$ cat config.mk
export PLATFORM = sky130hd
export DESIGN_NAME = thre_load_seq
export DESIGN_NICKNAME = d
export VERILOG_FILES = /design/src/rtl/thre_pkg.sv /design/src/rtl/thre_byte_packer.sv /design/src/rtl/thre_load_seq.sv
export SDC_FILE = /design/constraint.sdc
export NUM_CORES = 1
export LEC_CHECK = 0
export ABC_CLOCK_PERIOD_IN_PS = 11300
export CAP_MARGIN = 20
export CORE_ASPECT_RATIO = 1.75
export CORE_MARGIN = 2
export CORE_UTILIZATION = 60
export DETAILED_ROUTE_END_ITERATION = 6
export PLACE_DENSITY = 0.78
export SETUP_SLACK_MARGIN = 0.02
export SYNTH_ARGS = -nofsm -noshare
export SYNTH_HDL_FRONTEND = slang
export SYNTH_SLANG_ARGS = --single-unit
$ cat constraint.sdc
create_clock -name clk -period 11.3 [get_ports clk]
set_clock_uncertainty 0.05 [all_clocks]
set_input_delay 1.13 -clock clk [delete_from_list [all_inputs] [get_ports clk]]
set_output_delay 1.13 -clock clk [all_outputs]
set_load 0.05 [all_outputs]
$ cat src/rtl/thre_pkg.sv
// thre_pkg: threshold word layout and sequencer state encoding
package thre_pkg;
  localparam int THRE_W     = 24;
  localparam int PLUS_SIGN  = 23;
  localparam int PLUS_HI    = 22;
  localparam int PLUS_LO    = 12;
  localparam int MINUS_SIGN = 11;
  localparam int MINUS_HI   = 10;
  localparam int MINUS_LO   = 0;
  typedef enum logic [2:0] {FILL, FULL, SETUP, PULSE, HOLD} state_t;
endpackage

$ cat src/rtl/thre_byte_packer.sv
// thre_byte_packer: assembles three MSB-first bytes into one threshold word
module thre_byte_packer
  import thre_pkg::*;
(
  input  logic              clk,
  input  logic              rst_n,
  input  logic              clr,
  input  logic              take,
  input  logic [7:0]        s_byte,
  output logic [THRE_W-1:0] word,
  output logic              word_valid
);
  logic [1:0]  cnt;
  logic [15:0] sh;
  assign word_valid = take && cnt == 2'd2;
  assign word = {sh, s_byte};
  always_ff @(posedge clk or negedge rst_n)
    if (!rst_n) begin
      cnt <= '0;
      sh  <= '0;
    end else if (clr) begin
      cnt <= '0;
    end else if (take) begin
      cnt <= word_valid ? 2'd0 : cnt + 2'd1;
      sh  <= {sh[7:0], s_byte};
    end
endmodule

$ cat src/rtl/thre_load_seq.sv
// thre_load_seq: buffers one threshold per channel and replays them with one-hot load strobes
module thre_load_seq
  import thre_pkg::*;
#(
  parameter int NUM_CH = 16
) (
  input  logic              clk,
  input  logic              rst_n,
  input  logic [7:0]        s_byte,
  input  logic              s_valid,
  output logic              s_ready,
  input  logic              issue,
  input  logic              clr,
  output logic [THRE_W-1:0] threhold,
  output logic [NUM_CH-1:0] loadthrehold,
  output logic              buf_full,
  output logic              busy,
  output logic              done
);
  localparam int CH_W = $clog2(NUM_CH);
  state_t              state, state_d;
  logic [CH_W-1:0]     wptr, ch;
  logic [THRE_W-1:0]   mem [NUM_CH];
  logic [THRE_W-1:0]   word, thre_d;
  logic [NUM_CH-1:0]   load_d;
  logic                take, wv, last_w, last_ch;
  logic                s_ready_d, buf_full_d, busy_d, done_d;
  assign take    = s_valid && s_ready && !clr && state == FILL;
  assign last_w  = wptr == CH_W'(NUM_CH - 1);
  assign last_ch = ch == CH_W'(NUM_CH - 1);
  thre_byte_packer u_packer (
    .clk        (clk),
    .rst_n      (rst_n),
    .clr        (clr),
    .take       (take),
    .s_byte     (s_byte),
    .word       (word),
    .word_valid (wv)
  );
  always_ff @(posedge clk or negedge rst_n)
    if (!rst_n) state <= FILL;
    else        state <= state_d;
  always_comb
    state_d = clr                            ? FILL  :
              (state == FILL && wv && last_w) ? FULL  :
              (state == FULL && issue)        ? SETUP :
              state == SETUP                  ? PULSE :
              state == PULSE                  ? HOLD  :
              state == HOLD                   ? (last_ch ? FILL : SETUP) :
                                                state;
  // next values of the registered outputs, so strobes come straight from flops
  always_comb begin
    s_ready_d  = state_d == FILL;
    buf_full_d = state_d != FILL;
    busy_d     = state_d inside {SETUP, PULSE, HOLD};
    load_d     = (!clr && state == PULSE) ? NUM_CH'(1) << ch : '0;
    thre_d     = (!clr && state == SETUP) ? mem[ch] : threhold;
    done_d     = !clr && state == HOLD && last_ch;
  end
  always_ff @(posedge clk or negedge rst_n)
    if (!rst_n) begin
      s_ready      <= 1'b0;
      threhold     <= '0;
      loadthrehold <= '0;
      buf_full     <= 1'b0;
      busy         <= 1'b0;
      done         <= 1'b0;
    end else begin
      s_ready      <= s_ready_d;
      threhold     <= thre_d;
      loadthrehold <= load_d;
      buf_full     <= buf_full_d;
      busy         <= busy_d;
      done         <= done_d;
    end
  always_ff @(posedge clk or negedge rst_n)
    if (!rst_n) begin
      wptr <= '0;
      ch   <= '0;
    end else if (clr) begin
      wptr <= '0;
    end else begin
      if (wv)                                wptr <= last_w ? '0 : wptr + CH_W'(1);
      else if (state == HOLD && last_ch)     wptr <= '0;
      if (state == FULL && issue)            ch <= '0;
      else if (state == HOLD && !last_ch)    ch <= ch + CH_W'(1);
    end
  always_ff @(posedge clk)
    if (wv) mem[wptr] <= word;
endmodule

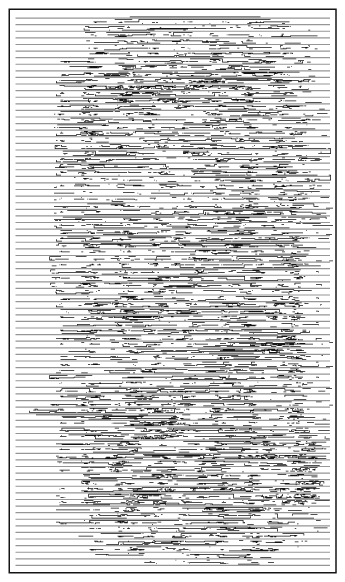
(images/m1.png)
Supply wires on this layer in grey.
main direction: horizontal
longest straight run: 54.3 um
nets with wire on the layer: 1021
wire length on this layer: 13800 um
share of all routed wire: 37%

==> reports/metrics.csv <==
stage;metric;value;unit
sta;min_period;3.78;ns
worst_setup_path;cp_slowest_cell;dfrtp_4;
placement;place.port_buffers;56;
sta;final-max-slew-violation-count;0;
global_route;track_usage;24.2;%
synth;async_reset_ff_share;16.0;%
pwr;swShare;26.8;%
routing;postRouteAntennaNets;0;
synth;synthTopCellsByCount;edfxtp_1 (384), mux2i_1 (186), a22oi_1 (92), dfrtp_1 (73), nand2_1 (33);
sta;hold_viol;0;
worst_setup_path;cpPeakStageDelay;0.93;ns
clock_tree;cts-buffers-inserted;38;
final_layout;final-seq-area;13400;um2
worst_setup_path;crit_chain;buf_4, buf_4, mux2i_1, a22oi_1, nand3_1, nand2_1;
synth;ys_sh_mux;12.0;%
clock_tree;path_clk_slew;0.06;ns
pwr;seqPwrFrac;52.5;%
placement;place_congestion;0.790;
final_layout;synthToLayoutAreaGrowth;13.2;%
final_layout;num-fill-cells;1813;
floorplanning;rows;83;
pwr;combPwrFrac;14.7;%
sta;fmax;264;MHz
routing;dr.pass1.iters;5;
min_path;whs_endpoint;threhold[1];
floorplanning;design.core.area;29300;um2
flow_run;warnings;33;
pwr;p_int;2.88;mW
synth;ys_cells;1017;
global_route;grt_pass1_wl;55200;um
synth;ys_chip_area;17800;um2
synth;syn-num-nets;1040;
sta;slew_headroom;28.6;%
final_layout;final_nets;1101;
floorplanning;initCoreUtil;60.8;%
final_layout;logic_area;4130;um2
synth;synth_top_cell_by_area;edfxtp_1;
final_layout;fin_area;20100;um2
worst_setup_path;endpoint_kind;register;
pwr;peakVddDrop;121;uV
clock_tree;cts_sinks;457;
pwr;p_per_area;196;nW/um2
synth;syn_area_per_cell;17.5;um2
routing;wirelength;37400;um
synth;ys_types;47;
status;status;finished, final reports clean;
synth;synth_top_cell_by_count;edfxtp_1;
synth;syn_inst;1017;
min_path;hp-class;register to register;
synth;compound_area_share;6.03;%
worst_setup_path;crit_end;threhold[1];
final_layout;finalNonFillerCells;1490;
flow_run;cap_violations;0;
clock_tree;hold_buffers;0;
floorplanning;io_pins;57;
synth;fa_ha_area_share;0.703;%
synth;yosysTopAreaCellShare;64.8;%
final_layout;mostFrequentLayoutCell;edfxtp_1;
worst_setup_path;r2r-end;threhold[1];
global_route;antenna_found_initial;0;
worst_setup_path;rr_startpoint;ch[2];
synth;simple_gate_share;4.22;%
worst_setup_path;critical_path_class;register to register;
pwr;clkPwrFrac;32.8;%
synth;ys_seq_share;75.1;%
floorplanning;die_x;134;um
synth;edf_count;384;
clock_tree;postCtsSetupBuffers;0;
worst_setup_path;rrSetupSlack;7.52;ns
clock_tree;insertion_delay;0.56;ns
clock_tree;cts-root-buf;clkbuf_16;
worst_setup_path;critPathArrivalTime;4.20;ns
global_route;overflow;0;
pwr;power_switching;1.06;mW
clock_tree;cts_tree;done;
sta;finalSetupTns;0;ns
min_path;min_path_cells;2;
min_path;hp-start;threhold[1];
synth;synth-seq-cells;457;
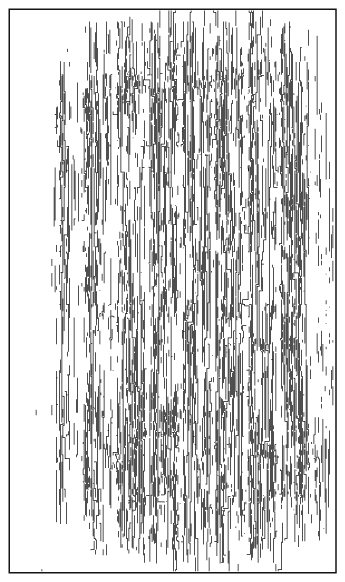
(images/m2.png)
wire length on this layer: 20.1 mm
longest straight run: 70.0 um
main direction: vertical

[kinds of logic (layout without fill, tap and decap cells)]
kind of cell	count (synthesis)	count (layout)
flops	457	457
fa+ha+maj	10	10
simple gates	131	131
compound gates	142	142
buf+inv	70	161
mux	207	207
[critical path, delay by kind of cell, from the launching register on]
kind,cells,cell delay (ns)
compound gates,1,0.36
flops,1,0.93
buf+inv,2,1.68
simple gates,2,0.33
mux,1,0.19
[power groups by stage]
stage / Combinational, mW / Clock [mW] / Sequential, mW
after floorplan: 0.330 / 0 / 2.12
after global placement: 0.564 / 0 / 2.10
after detailed placement: 0.579 / 0 / 2.10
after CTS: 0.582 / 1.31 / 2.06
after global routing: 0.616 / 1.37 / 2.08
final: 0.581 / 1.29 / 2.07
[state kept, by name, indices dropped and copies added (netlist names)]
signal	cells
wptr	4
u_packer.cnt	2
ch	4
mem	384
done	1
buf_full	1
u_packer.sh	16
threhold	24
state	3
s_ready	1
loadthrehold	16
busy	1
[per-stage QoR]
step	hold WS, ns	worst slack (ns)	power, mW
2_1_floorplan	0.434	6.77	2.45
3_3_place_gp	0.433	6.91	2.66
3_5_place_dp	0.435	6.86	2.68
4_1_cts	0.452	7.36	3.95
5_1_grt	0.484	7.40	4.06
6_report	0.453	7.52	3.94
[layout make-up]
type / count / share of cell area (%)
clock buffers: 51 / 5.16
clock inverters: 19 / 0.938
inverters: 11 / 0.205
multi-input cells: 490 / 20.5
flip-flops and latches: 457 / 66.3
well taps: 382 / 2.37
repair buffers: 80 / 4.50
[layer usage]
| metal | GRT usage [%] | up-vias | wire length (um) |
|---|---|---|---|
| met5 | 0 | - | 0 |
| met1 | 29.7 | 4780 | 13800 |
| met2 | 42.7 | 383 | 20100 |
| li1 | - | 4141 | - |
| met3 | 3.75 | 91 | 2090 |
| met4 | 10.5 | 0 | 1370 |
Power and IR drop assume default switching activity.
